==> config.mk <==
export PLATFORM = sky130hd
export DESIGN_NAME = con_ff_ext_flat
export DESIGN_NICKNAME = d
export VERILOG_FILES = /design/src/rtl/con_ff_ext_if.sv /design/src/rtl/con_ff_ext.sv /design/src/flat_wrapper.sv
export SDC_FILE = /design/constraint.sdc
export NUM_CORES = 1
export LEC_CHECK = 0
export CELL_PAD_IN_SITES_DETAIL_PLACEMENT = 0
export CELL_PAD_IN_SITES_GLOBAL_PLACEMENT = 1
export CORE_ASPECT_RATIO = 0.75
export CORE_UTILIZATION = 15
export DETAILED_ROUTE_END_ITERATION = 6
export PLACE_DENSITY = 0.76
export SYNTH_ARGS = -nofsm -noshare
export SYNTH_HDL_FRONTEND = slang
export SYNTH_SLANG_ARGS = --single-unit
==> constraint.sdc <==
create_clock -name Clock -period 1.7 [get_ports Clock]
set_clock_uncertainty 0.05 [all_clocks]
set_input_delay 0.17 -clock Clock [delete_from_list [all_inputs] [get_ports Clock]]
set_output_delay 0.17 -clock Clock [all_outputs]
set_load 0.1 [all_outputs]
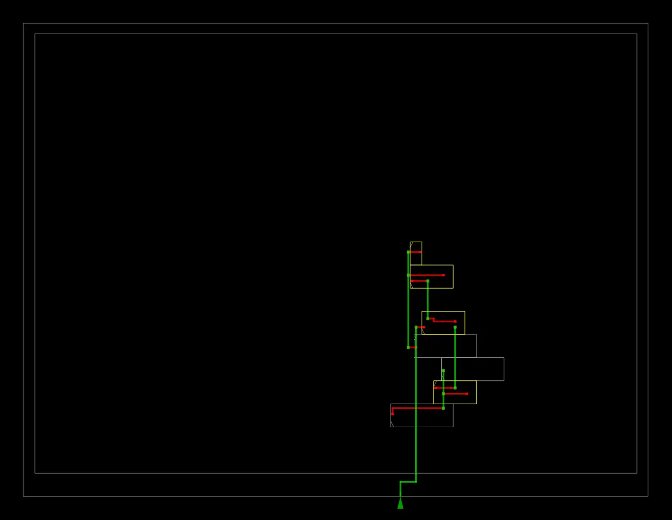
Fig. 1. Clock routing.
count of sequential standard cells: 3
clock net sink count: 3
P_clk: 0.204 mW
clk_lat worst skew: 0.21 ns

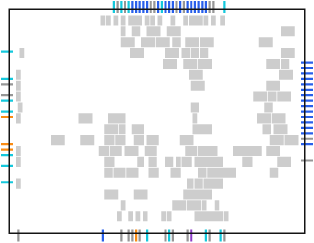
Fig. 2. I/O pins on the die edge.
Scale: 4 px per um. Pins as bars across the die edge, other pins in gray.
| port | color | pins | direction | edge |
|---|---|---|---|---|
| bus_eval_cnt | cyan | 16 | output | 7 left, 5 top, 4 bottom |
| bus_ir_cond | orange | 4 | input | 3 left, 1 bottom |
| bus_bus_data | blue | 32 | input | 16 top, 15 right, 1 bottom |
| clear | purple | 1 | input | bottom |
Die Y: 55.65 um
Port Buffer Count: 41
horizontal extent of the die: 73.53 um

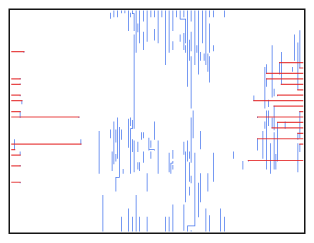
Fig. 3. Routed metal, one color a layer.
Scale: 4 px per um. Only two layers are drawn.
| layer | color | wire length |
|---|---|---|
| met2 | blue | 761 um |
| met3 | red | 164 um |
vias after detailed routing: 585
routed wire length per instance: 8.667 um
overall global routing resource usage: 0.06606
Post-Route WL: 1482 um

==> out/results.txt <==
DR vias/cell: 3.421
Hold Path Depth: 2
Inserted Diodes: 0
Flops out of synthesis: 3
Core box area: 3661 sq um
Clock tree root driver cell: clkbuf_8
Tightest Hold Check Type: reg -> reg
Largest net degree at the start of global routing: 10
Wire length of the first global-routing pass: 2097 um
P per Cell Area: 760.9 nW/um^2
Starting Density: 0.1572
Fill cells: 425
Dpl cell area: 955.9 sq um
Most instantiated flip-flop cell in the synthesis netlist: dfxtp_1
Setup bufs post-CTS: 0
Type of origin of the critical path: primary input
Synthesized cell area: 575.6 sq um
Max FO, Critical Path: 5
GR Util met3: 0.01993
Remaining DRCs: 0
Lkg Pwr: 0.3989 nW
Count of library flops with an enable pin: 0
Die Outline Area: 4091 sq um
Fraction of final layout cells sized beyond drive strength 1: 0.1176
Clock tree buffer depth: 2
Layout Nets: 160
Global-route met1 utilization: 0.06347
Gate count of the mapped netlist: 73
Required time reported for the critical path endpoint: 1.78 ns
Worst-case reg-to-reg path depth: 4
R2R setup slack: 0.67 ns
Busiest layer in global routing: met2
Crit. End Element: flop
Maximum operating frequency: 648.9 MHz
Yosys stat area: 575.6 sq um
Post-synthesis sequential area ratio: 0.1043
Unique masters post-synth: 26
Final number of hold-violating endpoints: 0
Summed area of non-filler cells in the final layout: 1001 sq um
Post-route clock period utilization: 0.9065
Core Rows: 19
Final GP Congestion: 0.6566
Dominant cell area share: 0.4304
Top cells by count: buf_4, nor4_1, dfxtp_1
Initial antenna violation count: 0
Hold_buf cts: 0
Yosys cell count: 73
Post-synthesis cell type with the largest instance count: buf_4
Run status: finished clean
H-tree Lvls: 1
Per-instance average area after synthesis: 7.884 sq um
I/O pin total: 75
Setup Crit Path Kind: in -> reg
Cell types occupying the most area after synthesis: buf_4, dfxtp_1, nor4_1
Synthesis-to-layout area growth: 73.91%
Global Route met2 Usage: 0.1245
Half-perimeter wire length of the detailed placement result: 1318 um
DRC marker count from the first detailed-route iteration: 4
Final max-slew violation count: 0
Synth area leader: buf_4
Setup violations, final: 0
Async set or reset register ratio after synthesis: 0
Clock tree from TritonCTS: yes
Tool warnings: 27
Via count of the first global-routing pass: 575
Number of warnings printed during yosys synthesis: 0
Clock period minus worst slack: 1.541 ns
Number of maximum-capacitance violations: 0
Core occupancy in the finished layout: 0.2734
Drt pass-1 iters: 4
Remaining global-route overflow: 0
Count of antenna-violating nets left after detailed routing: 0
Max rail drop VDD: 0.1483 mV
Quantity of gates resized following cts: 0
Number of buffers added by the clock tree synthesis step: 3
RSZ-0062 raised after global routing: false
Clock slew at the register clock pins of the worst setup and hold paths: 0.03 ns
Critical Path AT: 1.62 ns
-- routing by layer --
metal,share of wire,vias up
met2,0.51,29
met1,0.38,263
met3,0.11,0
met4,0,0
met5,0,-
li1,-,293
-- kinds of logic after synthesis --
| group | share of synthesized area |
|---|---|
| buf+inv | 0.4500 |
| simple gates | 0.2609 |
| compound gates | 0.1457 |
| flops | 0.1044 |
| xor+xnor | 0.01522 |
| mux | 0.01739 |
| other cells | 0.006515 |
-- layout make-up --
cell class              instances  area [sq um]  share of cell area
flip-flops and latches          3         60.06             0.06000
repair buffers                 45         457.9              0.4575
multi-input cells              67         372.9              0.3725
clock buffers                   4         45.04             0.04500
well taps                      52         65.06             0.06500
-- report_power, final --
part           switching, mW  internal [mW]  total (mW)  leakage [nW]
registers            0.00277         0.0744      0.0772        0.0247
logic                  0.371          0.110       0.481         0.351
clock network         0.0438          0.160       0.204        0.0228
-- cells in the final DEF (no fill, tap or decap), drive strengths merged --
cell and n:
a21oi 1, and3b 2, dfxtp 3, buf 7, conb 32, xnor2 1
a211oi 1, a211o 1, o211ai 1, nand4 2, clkdlybuf4s50 38, nor4b 1
a21boi 1, or4b 1, nand2b 3, o22ai 1, o21ai 2, o2111ai 2
nor2b 2, clkbuf 4, nor4 8, mux2i 1, nor2 1, o31ai 1
nand2 1, nand3b 1
-- worst max-delay path, cell delays in order --
cell and delay (ns):
clkdlybuf4s50_1 0.48, or4b_1 0.56, o2111ai_1 0.12, mux2i_1 0.09
a211oi_1 0.20
-- through the flow --
stage          setup slack (ns)  std cells  hold slack, ns  TNS (ns)  power (mW)
2_1_floorplan            0.1061        104          0.1891         0      0.5003
3_3_place_gp           -0.03559        167          0.4446  -0.03559      0.5551
3_5_place_dp           -0.06051        167          0.4522  -0.06051      0.5585
4_1_cts                  0.1563        171          0.4565         0      0.7645
5_1_grt                0.008802        171          0.4736         0      0.7923
6_report                 0.1590        171          0.4556         0      0.7617
Power figures rest on the tool's default switching activity, not on a simulated workload.
